==> config.mk <==
export PLATFORM = sky130hd
export DESIGN_NAME = year_leap_counter_flat
export DESIGN_NICKNAME = d
export VERILOG_FILES = /design/src/rtl/year_leap_counter_if.sv /design/src/rtl/year_leap_counter.sv /design/src/flat_wrapper.sv
export SDC_FILE = /design/constraint.sdc
export NUM_CORES = 1
export LEC_CHECK = 0
export CORE_ASPECT_RATIO = 1.5
export CORE_UTILIZATION = 41
export DETAILED_ROUTE_END_ITERATION = 10
export PLACE_DENSITY = 0.75
export SLEW_MARGIN = 30
export SYNTH_ARGS = -nofsm -noshare
export SYNTH_HDL_FRONTEND = slang
export SYNTH_SLANG_ARGS = --single-unit
==> constraint.sdc <==
create_clock -name clk_i -period 2.6 [get_ports clk_i]
set_input_delay 0.52 -clock clk_i [delete_from_list [all_inputs] [get_ports clk_i]]
set_output_delay 0.52 -clock clk_i [all_outputs]
set_load 0.03 [all_outputs]
==> src/rtl/year_leap_counter_if.sv <==
// Date/year bus between the calendar controller and the BCD year register.
// The master drives the day tick, current date and load request; the slave returns the year and leap code.
interface year_leap_counter_if;
  logic        en;
  logic [3:0]  month1;
  logic [3:0]  month0;
  logic [3:0]  day1;
  logic [3:0]  day0;
  logic        load;
  logic [15:0] year_in;
  logic [3:0]  year3;
  logic [3:0]  year2;
  logic [3:0]  year1;
  logic [3:0]  year0;
  logic [1:0]  leap_en;
  logic        year_inc;
  logic        load_err;

  modport master (
    output en, month1, month0, day1, day0, load, year_in,
    input  year3, year2, year1, year0, leap_en, year_inc, load_err
  );

  modport slave (
    input  en, month1, month0, day1, day0, load, year_in,
    output year3, year2, year1, year0, leap_en, year_inc, load_err
  );
endinterface

==> src/rtl/year_leap_counter.sv <==
// Four-digit BCD year register advanced on the 12/31 -> 01/01 rollover.
// Also produces the leap code consumed by the month/date counter (00 = leap).
module year_leap_counter #(
  parameter logic [15:0] RST_YEAR = 16'h2015
) (
  input  logic              clk_i,
  input  logic              rst_n,
  year_leap_counter_if.slave bus
);

  logic [15:0] year_q;
  logic [1:0]  leap_q;
  logic        inc_q;
  logic        err_q;

  logic [15:0] year_d;
  logic        upd;
  logic        inc_d;
  logic        err_d;
  logic        last_day;

  function automatic logic pair_div4(input logic [3:0] d1, input logic [3:0] d0);
    if (!d1[0])
      return (d0 == 4'd0) || (d0 == 4'd4) || (d0 == 4'd8);
    else
      return (d0 == 4'd2) || (d0 == 4'd6);
  endfunction

  function automatic logic [1:0] leap_code(input logic [15:0] y);
    if (y[7:0] != 8'h00)
      return pair_div4(y[7:4], y[3:0]) ? 2'b00 : 2'b01;
    else
      return pair_div4(y[15:12], y[11:8]) ? 2'b00 : 2'b10;
  endfunction

  function automatic logic bcd_valid(input logic [15:0] y);
    logic ok;
    ok = 1'b1;
    for (int unsigned i = 0; i < 4; i++)
      if (y[i*4 +: 4] > 4'd9) ok = 1'b0;
    return ok;
  endfunction

  // Ripple the carry digit by digit; 9999 naturally wraps to 0000.
  function automatic logic [15:0] bcd_inc(input logic [15:0] y);
    logic [15:0] r;
    logic        carry;
    r     = y;
    carry = 1'b1;
    for (int unsigned i = 0; i < 4; i++) begin
      if (carry) begin
        if (r[i*4 +: 4] == 4'd9) begin
          r[i*4 +: 4] = '0;
        end else begin
          r[i*4 +: 4] = r[i*4 +: 4] + 4'd1;
          carry       = 1'b0;
        end
      end
    end
    return r;
  endfunction

  assign last_day = (bus.month1 == 4'd1) && (bus.month0 == 4'd2) &&
                    (bus.day1 == 4'd3) && (bus.day0 == 4'd1);

  always_comb begin
    year_d = year_q;
    upd    = 1'b0;
    inc_d  = 1'b0;
    err_d  = 1'b0;
    if (bus.load) begin
      if (bcd_valid(bus.year_in)) begin
        year_d = bus.year_in;
        upd    = 1'b1;
      end else begin
        err_d = 1'b1;
      end
    end else if (bus.en && last_day) begin
      year_d = bcd_inc(year_q);
      upd    = 1'b1;
      inc_d  = 1'b1;
    end
  end

  // Year and leap code load from the same next-year value so they never disagree.
  always_ff @(posedge clk_i or negedge rst_n) begin
    if (!rst_n) begin
      year_q <= RST_YEAR;
      leap_q <= leap_code(RST_YEAR);
      inc_q  <= 1'b0;
      err_q  <= 1'b0;
    end else begin
      if (upd) begin
        year_q <= year_d;
        leap_q <= leap_code(year_d);
      end
      inc_q <= inc_d;
      err_q <= err_d;
    end
  end

  assign bus.year3    = year_q[15:12];
  assign bus.year2    = year_q[11:8];
  assign bus.year1    = year_q[7:4];
  assign bus.year0    = year_q[3:0];
  assign bus.leap_en  = leap_q;
  assign bus.year_inc = inc_q;
  assign bus.load_err = err_q;

endmodule

==> src/flat_wrapper.sv <==
// flat-port wrapper written by rule: the top's interface ports become plain ports
module year_leap_counter_flat 
#(
  parameter logic [15:0] RST_YEAR = 16'h2015
)
  (clk_i, rst_n, bus_en, bus_month1, bus_month0, bus_day1, bus_day0, bus_load, bus_year_in, bus_year3, bus_year2, bus_year1, bus_year0, bus_leap_en, bus_year_inc, bus_load_err);
  year_leap_counter_if bus_i ();
  input  logic clk_i;
  input  logic rst_n;
  input wire logic [$bits(bus_i.en)-1:0] bus_en;
  input wire logic [$bits(bus_i.month1)-1:0] bus_month1;
  input wire logic [$bits(bus_i.month0)-1:0] bus_month0;
  input wire logic [$bits(bus_i.day1)-1:0] bus_day1;
  input wire logic [$bits(bus_i.day0)-1:0] bus_day0;
  input wire logic [$bits(bus_i.load)-1:0] bus_load;
  input wire logic [$bits(bus_i.year_in)-1:0] bus_year_in;
  output wire logic [$bits(bus_i.year3)-1:0] bus_year3;
  output wire logic [$bits(bus_i.year2)-1:0] bus_year2;
  output wire logic [$bits(bus_i.year1)-1:0] bus_year1;
  output wire logic [$bits(bus_i.year0)-1:0] bus_year0;
  output wire logic [$bits(bus_i.leap_en)-1:0] bus_leap_en;
  output wire logic [$bits(bus_i.year_inc)-1:0] bus_year_inc;
  output wire logic [$bits(bus_i.load_err)-1:0] bus_load_err;
  assign bus_i.en = bus_en;
  assign bus_i.month1 = bus_month1;
  assign bus_i.month0 = bus_month0;
  assign bus_i.day1 = bus_day1;
  assign bus_i.day0 = bus_day0;
  assign bus_i.load = bus_load;
  assign bus_i.year_in = bus_year_in;
  assign bus_year3 = bus_i.year3;
  assign bus_year2 = bus_i.year2;
  assign bus_year1 = bus_i.year1;
  assign bus_year0 = bus_i.year0;
  assign bus_leap_en = bus_i.leap_en;
  assign bus_year_inc = bus_i.year_inc;
  assign bus_load_err = bus_i.load_err;
  year_leap_counter #(.RST_YEAR(RST_YEAR)) u_core (.clk_i(clk_i), .rst_n(rst_n), .bus(bus_i));
endmodule
==> impl_metrics.tcl <==
# collected from the flow reports
set metrics [dict create \
    outcome "finished, violations left" \
    violations "negative setup slack" \
    fin_ws_ps -17.6 \
    postRouteAntennaNets 0 \
    grt_pass1_wl_mm 9.06 \
    gp_congestion 0.931 \
    crit_path_end "u_core.bus.leap_en[1]" \
    fp.dieW_um 53.0 \
    ys.flops 20 \
    cpMostUsedCell "buf_4" \
    synth.distinct_cells 58 \
    regArea_um2 507 \
    p_sw_share_pct 38.0 \
    syn_avg_cell_area_um2 8.59 \
    worstPathArrival_ps 2820 \
    worstHoldPathCells 2 \
    cts_setup_buffers 10 \
    crit_chain "clkdlybuf4s15_1 > and4bb_2 > buf_4 > buf_4 > nand3_2 > o211ai_2 > o211ai_1 > or4_1 > or4_4 > a22oi_2" \
    postSynthCellCount 186 \
    worstMarginPinSlew_ps 437 \
    finalCritPeriodShare_pct 101 \
    maxSlewHeadroom_pct 70.4 \
    cts_htree_levels 1 \
    setup_violations 1 \
    mostFrequentLayoutCells "buf_4, nand2_1, clkdlybuf4s50_1, dfrtp_1, buf_2" \
    avgRoutedWirePerCell_um 17.9 \
    largest_class "combinational gates" \
    slowest_stage "or4_1" \
    synth_area_mm2 0.00160 \
    drtIter0Drc 90 \
    max-vdd-ir-drop_uv 448 \
    netlist.area_leader.share_pct 23.5 \
    overflow 0 \
    critical_path.top_delay_family "simple AND/OR/NAND/NOR gates" \
    grt_pass1_vias 2023 \
    met2_length_mm 3.30 \
    tritoncts "yes" \
    clockPowerShare_pct 21.4 \
    cts-root-buf "clkbuf_8" \
    vias 2002 \
    clkLatencyLatePin_ps 270 \
    die_h_um 78.5 \
    final_max_slew_viol_count 0 \
    total_power_uw 1510 \
    largest-register "u_core.year_q" \
    end_kind "flop" \
    reg2reg_setup_slack_ps 90 \
    min_path_type "input pin to flop" \
    clock-sinks 20 \
    top_cells_by_count "nand2_1, dfrtp_1, nand3_1" \
    dr.max_layer_used "met4" \
    finalWirelength_mm 6.01 \
    dp_cells 322 \
    antenna_found_initial 0 \
    skew_ps 7.51 \
    synth.net_count 224 \
    holdPathEnd "u_core.year_q[13]" \
    path_buffers 3 \
    numCtsBuffers 3 \
    edf_count 0 \
]
### Routing congestion

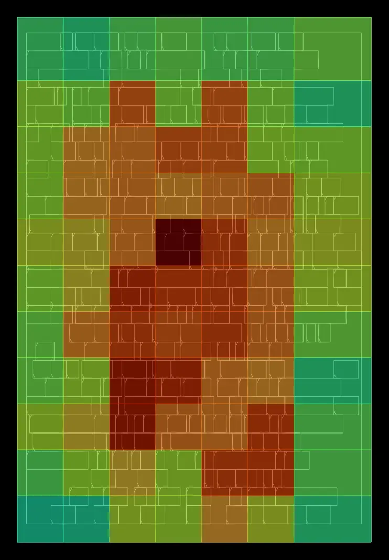
Layout Utilization: 73.4%
M1 GR Usage: 32.0%
GRT Resource Usage Total: 29.2%
M3 GR Usage: 3.10%

### Cells coloured by class

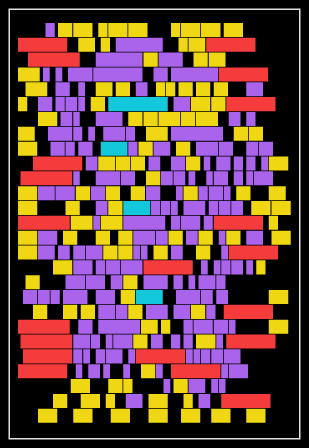
[cyan] clock drivers and dummy loads | cells: 4 | share of their area: 2.7%
[purple] remaining logic cells | cells: 160 | share of their area: 44%
[red] registers | cells: 20 | share of their area: 19%
[yellow] remaining buffers and delay cells | cells: 109 | share of their area: 34%
final instance area: 0.00270 mm^2
core region area: 0.00368 mm^2

### Wires at chosen ports, followed through buffers

Bar = 20 um.
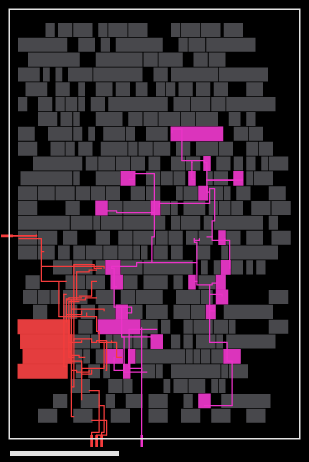
[red] `bus_year0` | bits: 4 | direction: output | edge: 3 bottom, 1 left | end cells: 4 | wire: 245 um
[magenta] `bus_load` | bits: 1 | direction: input | edge: bottom | end cells: 24 | wire: 235 um
port bufs: 55
I/O Pins: 56

### Power grid

Bar = 20 um. Pins as bars on the die edge.
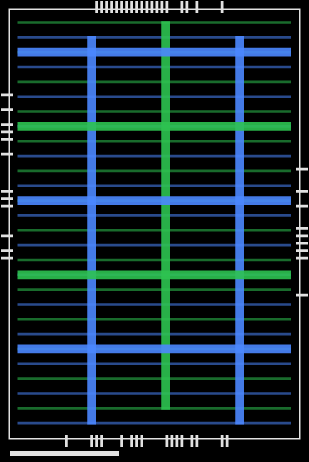
[blue] VSS
[green] VDD
met5 straps: 5
rows: 27

### Cell area per tile

Bar = 20 um. 5 x 8 tiles, from black (low) to pale yellow (high), 0 to 100% covered.
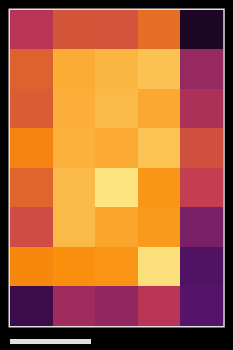
tiles over 75% full: 45%
fullest tile: 94%
densest ninth of the die: middle
FP Util: 43.4%

